Fig. 1: run 1, the clock network
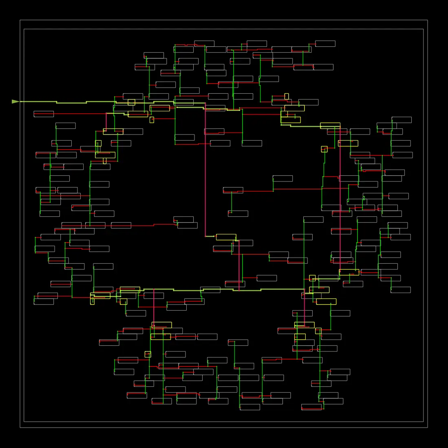
Fig. 2: run 1, sequential cells grouped by signal name
Other sequential cells in the stronger grey, the rest of the logic in the fainter grey.
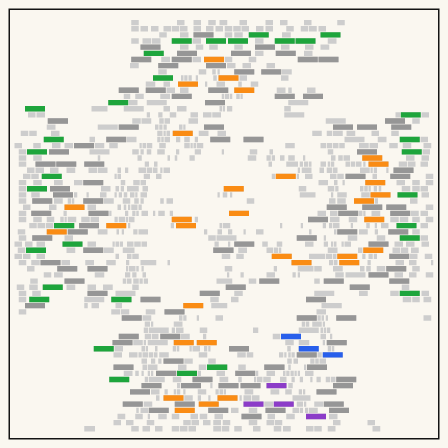
Fig. 3: run 1, selected gate families
Bar = 50 microns.
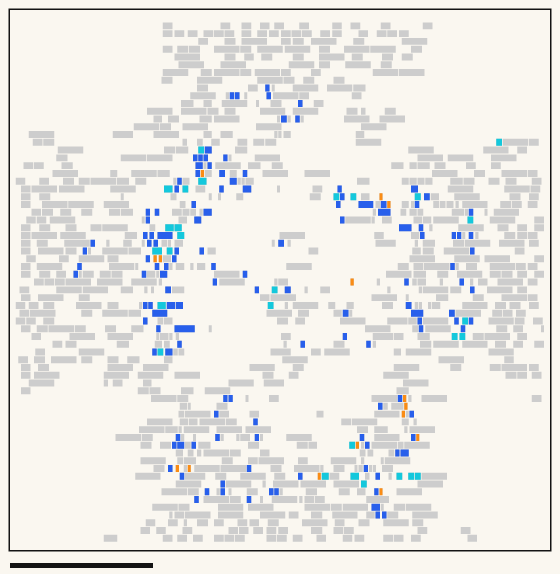
**src/rtl/br_pkg.sv**
```systemverilog
// br_pkg: shared encodings for the branch controller.
// Holds the br_type encodings, the ARM condition-code constants and the FSM state encoding.
package br_pkg;
  typedef enum logic [1:0] {
    BR_B   = 2'b00,
    BR_BCC = 2'b01,
    BR_BL  = 2'b10,
    BR_BX  = 2'b11
  } br_type_e;
  localparam logic [3:0] CC_EQ = 4'h0;
  localparam logic [3:0] CC_NE = 4'h1;
  localparam logic [3:0] CC_CS = 4'h2;
  localparam logic [3:0] CC_CC = 4'h3;
  localparam logic [3:0] CC_MI = 4'h4;
  localparam logic [3:0] CC_PL = 4'h5;
  localparam logic [3:0] CC_VS = 4'h6;
  localparam logic [3:0] CC_VC = 4'h7;
  localparam logic [3:0] CC_HI = 4'h8;
  localparam logic [3:0] CC_LS = 4'h9;
  localparam logic [3:0] CC_GE = 4'hA;
  localparam logic [3:0] CC_LT = 4'hB;
  localparam logic [3:0] CC_GT = 4'hC;
  localparam logic [3:0] CC_LE = 4'hD;
  localparam logic [3:0] CC_AL = 4'hE;
  localparam logic [3:0] CC_NV = 4'hF;
  typedef enum logic [2:0] {
    S_IDLE,
    S_EVAL,
    S_LINK,
    S_WRPC,
    S_FLUSH,
    S_DONE
  } state_e;
endpackage

```
**src/rtl/cond_eval.sv**
```systemverilog
// cond_eval: combinational ARM condition-code check.
// Ports: cond (4-bit condition code), nzcv ({N,Z,C,V} flags) -> pass (condition holds).
module cond_eval
  import br_pkg::*;
(
  input  logic [3:0] cond,
  input  logic [3:0] nzcv,
  output logic       pass
);
  logic n, z, c, v, base;
  assign {n, z, c, v} = nzcv;
  // Codes come in pairs: even code tests a predicate, the odd one its inverse.
  // The 111x pair gives AL (always) and NV (never).
  always_comb begin
    base = cond[3:1] == CC_EQ[3:1] ? z :
           cond[3:1] == CC_CS[3:1] ? c :
           cond[3:1] == CC_MI[3:1] ? n :
           cond[3:1] == CC_VS[3:1] ? v :
           cond[3:1] == CC_HI[3:1] ? c & ~z :
           cond[3:1] == CC_GE[3:1] ? n == v :
           cond[3:1] == CC_GT[3:1] ? ~z & (n == v) : 1'b1;
    pass = base ^ cond[0];
  end
endmodule

```
**src/rtl/branch_ctrl.sv**
```systemverilog
// branch_ctrl: multi-cycle branch controller (evaluate, link, PC write, flush, retire).
// Ports: clk/rst_n (async active-low); req_valid/req_ready handshake with br_type, cond,
// flags_nzcv, offset, rm_val, cur_pc captured at accept; pc_wr_en/pc_wr_data and
// lr_wr_en/lr_wr_data one-cycle write strobes; flush held FLUSH_CYCLES cycles;
// done pulse with taken and fault qualifiers.
module branch_ctrl
  import br_pkg::*;
#(
  parameter int FLUSH_CYCLES = 2
) (
  input  logic        clk,
  input  logic        rst_n,
  input  logic        req_valid,
  output logic        req_ready,
  input  logic [1:0]  br_type,
  input  logic [3:0]  cond,
  input  logic [3:0]  flags_nzcv,
  input  logic [31:0] offset,
  input  logic [31:0] rm_val,
  input  logic [31:0] cur_pc,
  output logic        pc_wr_en,
  output logic [31:0] pc_wr_data,
  output logic        lr_wr_en,
  output logic [31:0] lr_wr_data,
  output logic        flush,
  output logic        done,
  output logic        taken,
  output logic        fault
);
  state_e      state;
  br_type_e    typ;
  logic [3:0]  cc, fl;
  logic [31:0] off, rm, pc, target;
  logic [2:0]  cnt;
  logic        pass, tk, flt;
  cond_eval u_cond (.cond(cc), .nzcv(fl), .pass(pass));
  assign target = (typ == BR_BX ? rm : pc + off) & ~32'h1;
  assign req_ready = state == S_IDLE;
  // Each output is registered from the state it belongs to, so it appears one cycle after that state is entered.
  always_ff @(posedge clk or negedge rst_n) begin
    if (!rst_n) begin
      state      <= S_IDLE;
      typ        <= BR_B;
      cc         <= '0;
      fl         <= '0;
      off        <= '0;
      rm         <= '0;
      pc         <= '0;
      cnt        <= '0;
      tk         <= 1'b0;
      flt        <= 1'b0;
      pc_wr_en   <= 1'b0;
      pc_wr_data <= '0;
      lr_wr_en   <= 1'b0;
      lr_wr_data <= '0;
      flush      <= 1'b0;
      done       <= 1'b0;
      taken      <= 1'b0;
      fault      <= 1'b0;
    end else begin
      pc_wr_en <= 1'b0;
      lr_wr_en <= 1'b0;
      flush    <= 1'b0;
      done     <= 1'b0;
      taken    <= 1'b0;
      fault    <= 1'b0;
      case (state)
        S_IDLE: if (req_valid) begin
          typ   <= br_type_e'(br_type);
          cc    <= cond;
          fl    <= flags_nzcv;
          off   <= offset;
          rm    <= rm_val;
          pc    <= cur_pc;
          state <= S_EVAL;
        end
        S_EVAL: begin
          tk    <= typ != BR_BCC || pass;
          flt   <= typ == BR_BX && !rm[0];
          state <= (typ == BR_BCC && !pass) || (typ == BR_BX && !rm[0]) ? S_DONE :
                   typ == BR_BL ? S_LINK : S_WRPC;
        end
        S_LINK: begin
          lr_wr_en   <= 1'b1;
          lr_wr_data <= pc | 32'h1;
          state      <= S_WRPC;
        end
        S_WRPC: begin
          pc_wr_en   <= 1'b1;
          pc_wr_data <= target;
          cnt        <= 3'(FLUSH_CYCLES);
          state      <= S_FLUSH;
        end
        S_FLUSH: begin
          flush <= 1'b1;
          cnt   <= cnt - 3'd1;
          if (cnt == 3'd1) state <= S_DONE;
        end
        S_DONE: begin
          done  <= 1'b1;
          taken <= tk;
          fault <= flt;
          state <= S_IDLE;
        end
        default: state <= S_IDLE;
      endcase
    end
  end
endmodule

```
**config.mk**
```make
export PLATFORM = sky130hd
export DESIGN_NAME = branch_ctrl
export DESIGN_NICKNAME = d
export VERILOG_FILES = /design/src/rtl/br_pkg.sv /design/src/rtl/cond_eval.sv /design/src/rtl/branch_ctrl.sv
export SDC_FILE = /design/constraint.sdc
export NUM_CORES = 1
export LEC_CHECK = 0
export CAP_MARGIN = 15
export CORE_MARGIN = 1.5
export CORE_UTILIZATION = 25
export DETAILED_ROUTE_END_ITERATION = 16
export SYNTH_ARGS = -nofsm -noshare
export SYNTH_HDL_FRONTEND = slang
export SYNTH_SLANG_ARGS = --single-unit
```
**constraint.sdc**
```tcl
create_clock -name clk -period 3.2 [get_ports clk]
set_input_delay 0.8 -clock clk [delete_from_list [all_inputs] [get_ports clk]]
set_output_delay 0.8 -clock clk [all_outputs]
set_load 0.02 [all_outputs]
```
==> results.ini, run 1 <==
[floorplanning]
rows=67
ioPinCount=180

[logic_synthesis]
synth-edff-count=0
flop_cell=dfrtp_1
synthCells=733
top_cells_by_area=dfrtp_1 53%, mux2_2 18%, ha_1 4.6%
ys_top_logic_family=multiplexers
synth_cell_type_count=61

[timing]
fmax_mhz=352
slew_violations=0
finalClockPeriodUsage_pct=88.8
setup-violations-final=0
hold_ws_ps=375
setup_tns_ps=0

[clock_tree]
cts_tree=yes
cts_root_buffer=clkbuf_16
clockBufferDepth=2
htreeDepth=4
hold_buffers=0
clk_pin_slew_ps=70

[drt]
wl_met2_microns=10700
routed.top_layer=met4
met3RoutedLength_microns=911
drt-initial-drc-count=222

[job]
openroad.warnings=27

[placed_design]
place_area_sq_um=11000
place_hpwl_microns=17100
place_congestion=0.749

[setup_path]
crit_family=AND-OR/OR-AND gates
crit_slowest_cell=a221oi_2
critPathMaxFanout=9

[cells_and_area]
fin_nets=1050
layout_top_cells=183 x dfrtp_1, 177 x clkdlybuf4s50_1, 135 x mux2_2, 57 x nand2_1, 53 x a21oi_1
synthToLayoutAreaGrowth_pct=33.4
diodes=0

[global_routing]
met3_usage_pct=3.23

[power_and_ir_drop]
switching_share_pct=40.7
leakage_nw=4.85

[status]
status=completed

-- Fig. 1 (at the start) --
CTS sink count: 183
cts bufs inserted: 17
Insertion Delay late pin: 440 ps

-- Fig. 2 (at the start) --
`pc_wr_data` -> orange  # sequential cells 31
`cc` -> purple  # sequential cells 4
`lr_wr_data` -> green  # sequential cells 32, where all over the die
`state` -> blue  # sequential cells 3
not coloured = 113

-- Fig. 3 (at the start) --
AND and OR gates -> cyan  # cells 28, most used and3_1
inverters -> orange  # cells 15, most used inv_1
inverting AOI/OAI gates -> blue  # cells 132, most used a21oi_1
multi-input gate share of total cell area: 33.7%
most numerous logic cell after layout: dfrtp_1
Cell Count, Final, Fillers Out: 1367

-- run 1: final timing paths --
check | start | to | slack, ps | depth (start not counted)
min | rst_n | off[0] | 370 | 1
min in group clk | lr_wr_data[0] | lr_wr_data[0] | 470 | 1
max | pc[14] | pc_wr_data[31] | 360 | 10
max in group asynchronous | rst_n | pc[20] | 2060 | 2
min reg2reg | lr_wr_data[0] | lr_wr_data[0] | 470 | 1
max reg2reg | pc[14] | pc_wr_data[31] | 360 | 10
-- run 1: power by group through the flow --
stage | clock network [mW] | logic (mW) | registers (mW)
after floorplan | 0 | 4.57 | 4.52
after detailed placement | 0 | 7.33 | 4.28
after CTS | 2.04 | 7.37 | 4.24
final | 1.95 | 7.25 | 4.23
after global routing | 2.12 | 8.01 | 4.39
after global placement | 0 | 7.26 | 4.24
-- run 1: metrics by stage --
step	instances	total power [mW]	utilization (%)	worst slack [ps]
floorplan	733	9.09	-	795
global placement	1337	11.5	32.7	424
detailed placement	1337	11.6	32.7	396
CTS	1367	13.6	34.2	379
global route	1367	14.5	34.2	113
finish	1367	13.4	34.2	357
-- run 1: state kept, by name, indices dropped and copies added (netlist names) --
name / flops
cc: 4
off: 32
fault: 1
fl: 4
lr_wr_en: 1
taken: 1
flt: 1
pc_wr_en: 1
state: 3
rm: 32
tk: 1
done: 1
typ: 2
pc: 32
flush: 1
pc_wr_data: 31
cnt: 3
lr_wr_data: 32
-- run 1: layout make-up --
cell class,count,area (sq um),share of cell area [%]
Sequential cell,183,4580,39.6
Multi-Input combinational cell,502,3890,33.7
Timing Repair Buffer,189,1940,16.8
Tap cell,448,561,4.85
Clock buffer,19,443,3.83
Clock inverter,11,78.8,0.682
Inverter,15,56.3,0.487
Fig. 4: run 1, pin map
Pins as bars across the die edge, other pins in grey.
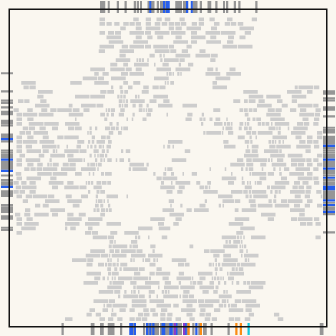

==> run 2: changes to the inputs <==
- PLACE_DENSITY: default -> 0.5
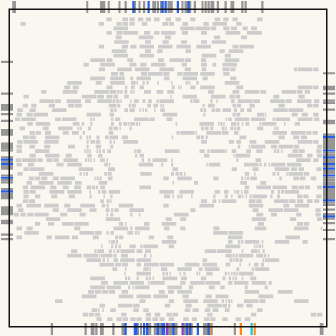
Fig. 5. Pin map (run 2).
Pins as bars across the die edge, other pins in grey.
`taken` -> cyan  # pins 1, direction output, edge bottom
`rm_val` -> blue  # pins 32, direction input, edge 13 bottom, 9 right, 6 top, 4 left
`br_type` -> purple  # pins 2, direction input, edge bottom
`flags_nzcv` -> orange  # pins 4, direction input, edge bottom
all pins by edge = 53 bottom, 48 right, 42 top, 37 left
die height: 189 microns
DIE WIDTH: 189 microns

==> run 2 against run 1 <==
  * Sequential cell count unchanged
  * Sequential share of layout area decreased by 0.12 points
  * Clock-buffer cell count decreased by 1
  * Critical path type unchanged
  * Highest routed layer unchanged
==> results.ini, run 2 <==
[cells_and_area]
seqCellArea_sq_um=4580
diodes=0
stdcell_count=1368
post-route-util_pct=34.3
final_area_sq_um=11600
nNonClkInverters=15
clock_buffers=18
final_common_cell=dfrtp_1
drive_gt1_share_pct=21.4
largest_cell_class=flip-flops and latches
clock_area_share_pct=4.88
nNonClkBuffers=188
fin_nets=1049
nMultiInputCombCells=502
comb_area_share_pct=33.6
logic_area_sq_um=3890
synthToLayoutAreaGrowth_pct=33.8
layout_top_cells=183 x dfrtp_1, 177 x clkdlybuf4s50_1, 135 x mux2_2, 57 x nand2_1, 53 x a21oi_1
bufAreaShareNonClock_pct=16.7
seq_cells=183
seq_share_pct=39.5

[timing]
rsz0062_at_grt=false
slew_violations=0
fmax_mhz=358
setup-violations-final=0
hold_viol=0
relSlewSlack_pct=50.3
layout_setup_ws_ps=404
finalClockPeriodUsage_pct=87.4
period_minus_slack_ps=2800
setup_tns_ps=0
tightest_slew_ps=745
hold_ws_ps=381

[global_routing]
overflow=0
grt_pass1_vias=6315
grt_max_degree=81
grt_first_pass_wirelength_microns=37500
antenna_found_initial=0
grt.total_usage_pct=13.8

[power_and_ir_drop]
p_total_mw=13.6
intPower_mw=8.00
power.switching_mw=5.59
leakage_nw=4.89
seqPwrFrac_pct=31.1
power_density_nw_per_um2=1170
switching_share_pct=41.1

[drt]
ant_nets=0
drt_pass1_iterations=6
drt-initial-drc-count=212
wl_per_cell_microns=17.5
vias=6103

[placed_design]
place_congestion=0.798
place_inst=1336
place_ws_ps=414
place_area_sq_um=11000
place_hpwl_microns=17600

[setup_path]
worstPathArrival_ps=3090
critPathMaxFanout=5
end_kind=flip-flop
critical_path_class=flip-flop to flip-flop

[clock_tree]
cts_sinks=183
clk_pin_slew_ps=80
postCtsSetupRepairBufs=0
cts_tree=yes
htreeDepth=4
clk_latency_ps=450
clockBufferDepth=2
hold_buffers=0
numCtsBuffers=17
cts_root_buffer=clkbuf_16

[logic_synthesis]
top_cells_by_area=dfrtp_1 53%, mux2_2 18%, ha_1 4.6%
floorplan.nets=875
top_cell=dfrtp_1
yosysWarnings=0
synthCells=733
synth-edff-count=0
ys_area_sq_um=8660
syn_area_sq_um=8660
flop_cell=dfrtp_1
synth_cell_type_count=61

[floorplanning]
ioPinCount=180
core-area_sq_um=33800
rows=67
taps=448

[min_path]
min_path_type=input port to async pin

[job]
openroad.warnings=27
max-cap-violations=0

[status]
status=completed

==> run 2: cell counts after synthesis <==
Identical to the previous run, type by type.
==> run 2: cells by family (layout without fill, tap and decap cells) <==
family                     count (synthesis)  count (layout)  share of synthesized area (%)
adders and majority gates                 33              33                           4.85
DFF                                      183             183                           52.9
AOI/OAI and AO/OA                        149             149                           10.6
and+or+nand+nor                          156             156                           8.75
other                                      1               1                         0.0433
muxes                                    137             137                           17.9
xor gates and xnor gates                  26              26                           2.63
buffers and inverters                     48             235                           2.33
==> run 2: layer usage <==
layer	up-vias	routed length [microns]	track usage [%]
li1	2959	-	-
met1	2991	11500	18.7
met2	133	11200	22.2
met4	0	218	3.45
met3	20	1030	3.13
met5	-	0	0
==> run 2: power groups by stage <==
stage	sequential, mW	clock, mW	combinational [mW]
after global placement	4.25	0	7.31
after CTS	4.25	2.19	7.37
final	4.22	2.10	7.27
after floorplan	4.52	0	4.57
after detailed placement	4.29	0	7.35
after global routing	4.39	2.28	8.04
==> run 2: worst paths after layout <==
| check | slack (ps) | cells past startpoint | start | endpoint |
|---|---|---|---|---|
| setup / recovery | 400 | 10 | pc[8] | pc_wr_data[29] |
| hold / removal | 380 | 1 | rst_n | lr_wr_data[3] |
| setup reg to reg | 400 | 10 | pc[8] | pc_wr_data[29] |
| hold reg to reg | 470 | 1 | lr_wr_data[0] | lr_wr_data[0] |
| max in group asynchronous | 2050 | 2 | rst_n | lr_wr_data[24] |
| min in group clk | 470 | 1 | lr_wr_data[0] | lr_wr_data[0] |
==> run 2: critical path: stages (launching register included) <==
cell and delay [ps]:
dfrtp_1 400, ha_1 350, and2_4 210, a221oi_2 360
a2bb2oi_2 200, nand3_2 150, a221oi_2 400, a211o_1 220
nand2_1 70, xnor2_1 170, a31oi_1 100
Fig. 6: run 2, the clock network
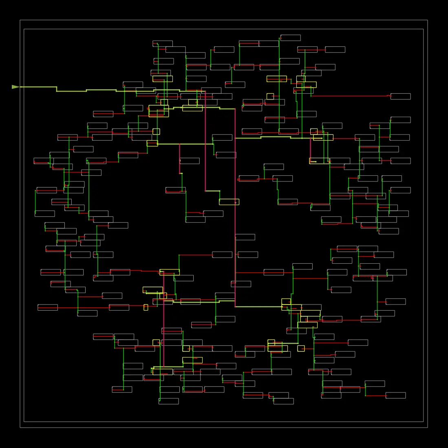

==> run 3: changes to the inputs <==
- GPL_TIMING_DRIVEN: default -> 0
- RECOVER_POWER: default -> 50
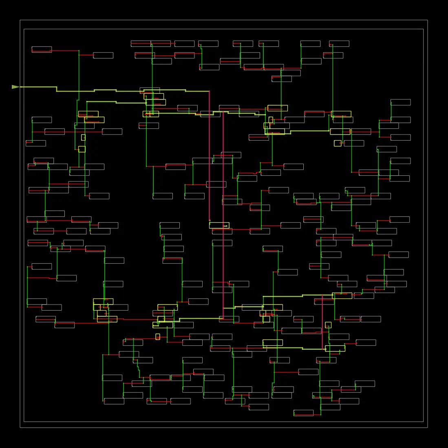
Fig. 7. The clock network (run 3).
clock buffers: 17
flop count: 183
clk_skew: 12.8 ps

==> run 3 against run 2 <==
  * The run now ends with max-capacitance violations, max-slew violations left
  * Utilization fell by 0.067 points
  * Final area is 0.19% lower
  * Total power decreased by 0.43%
  * Clock skew is 13 ps lower
  * Combinational power up 0.7%
  * Synthesized area unchanged
  * Critical endpoint is now pc_wr_data[31]
  * Largest cell class unchanged
  * Critical path depth did not move
==> results.ini, run 3 <==
[timing]
layout_setup_ws_ps=291
finalClockPeriodUsage_pct=90.9
slew_violations=93
relSlewSlack_pct=-73.1
setup-violations-final=0
fmax_mhz=344
tightest_slew_ps=2600
hold_ws_ps=462
period_minus_slack_ps=2910

[global_routing]
antenna_found_initial=1
grt.total_usage_pct=14.6
grt_first_pass_wirelength_microns=38900
grt_pass1_vias=6471
overflow=0

[setup_path]
crit_slowest_cell=dfrtp_1
path_buffers=0
r2r_setup_slack_ps=290
end_kind=flip-flop
r2r-end=pc_wr_data[31]
crit_path_max_incr_delay_ps=420
critPathMaxFanout=5
reg2reg_depth=10
worstPathArrival_ps=3230

[cells_and_area]
final_common_cell=dfrtp_1
layout_top_cells=183 x dfrtp_1, 162 x clkdlybuf4s50_1, 135 x mux2_2, 57 x nand2_1, 53 x a21oi_1
synthToLayoutAreaGrowth_pct=33.5

[power_and_ir_drop]
p_seq_mw=4.19
p_total_mw=13.5
switching_share_pct=41.6
p_comb_mw=7.32
intPower_mw=7.90
pg_clk_mw=2.03
power.switching_mw=5.64
maxPowerGroup=combinational cells
leakage_nw=4.91

[job]
max-cap-violations=1

[floorplanning]
rows=67
die_w_microns=189
ioPinCount=180

[logic_synthesis]
top_cell=dfrtp_1
ys_sh_xor_pct=2.63
synthCells=733
ys_area_sq_um=8660
floorplan.nets=875
ys_top_logic_family=multiplexers
syn_area_sq_um=8660
ys_sh_mux_pct=17.9
top_cells_by_area=dfrtp_1 53%, mux2_2 18%, ha_1 4.6%
simple_gate_area_share_pct=8.75
synth-edff-count=0
synth_cell_type_count=61

[placed_design]
place_congestion=0.816
place_area_sq_um=11000
place_hpwl_microns=19000
place_ws_ps=-168
place_inst=1360

[drt]
met3RoutedLength_microns=1280
ant_nets=0
wl_met1_microns=11700
drt-initial-drc-count=297
vias=6230
wl_met2_microns=12100

[clock_tree]
cts_sinks=183
hold_buffers=0
cts_root_buffer=clkbuf_16

[min_path]
min_to=lr_wr_data[0]
whs_path_depth=1

[status]
violations=max-capacitance violations, max-slew violations
status=finished, violations left

[run 3: cell count changes in the layout (fill, tap and decap cells not counted), moves of 2 or more]
cell,delta
clkinvlp_4,+3
buf_2,+14
clkbuf_8,-2
buf_12,-6
clkdlybuf4s50_1,-15
clkinv_4,-2
clkbuf_1,+18
dlygate4sd3_1,+15
clkinv_2,+2
inv_6,-2
buf_4,-3
and2_0,+2
[run 3: cell type report]
| class | count | area (sq um) |
|---|---|---|
| diodes | 1 | 2.50 |
| flip-flops and latches | 183 | 4580 |
| multi-input cells | 502 | 3880 |
| fillers | 3426 | 22200 |
| plain buffers | 33 | 145 |
| clock buffers | 17 | 425 |
| clock inverters | 14 | 113 |
| well taps | 448 | 561 |
| repair buffers | 179 | 1800 |
| inverters | 15 | 56.3 |
[run 3: cells by family after synthesis]
logic type | Yosys count
flip-flops | 183
AND-OR/OR-AND | 149
XOR/XNOR | 26
other | 1
buffers and inverters | 48
AND/OR/NAND/NOR | 156
multiplexers | 137
adder cells (fa/ha/maj) | 33
[run 3: per-layer routing]
metal	vias up	global-route usage [%]
li1	2993	-
met1	3100	19.6
met2	127	23.5
met3	10	3.95
met4	0	3.39
met5	-	0
[run 3: worst max-delay path by stage]
stage | cells past startpoint | to | slack [ps] | startpoint
3_5_place_dp | 6 | off[7] | -170 | req_valid
2_1_floorplan | 7 | off[4] | 790 | state[0]
3_3_place_gp | 1 | lr_wr_data[0] | -7150 | rst_n
5_1_grt | 7 | off[6] | 40 | state[0]
4_1_cts | 7 | off[5] | 220 | state[0]
6_report | 10 | pc_wr_data[31] | 290 | pc[8]
Power figures rest on the tool's default switching activity, not on a simulated workload.
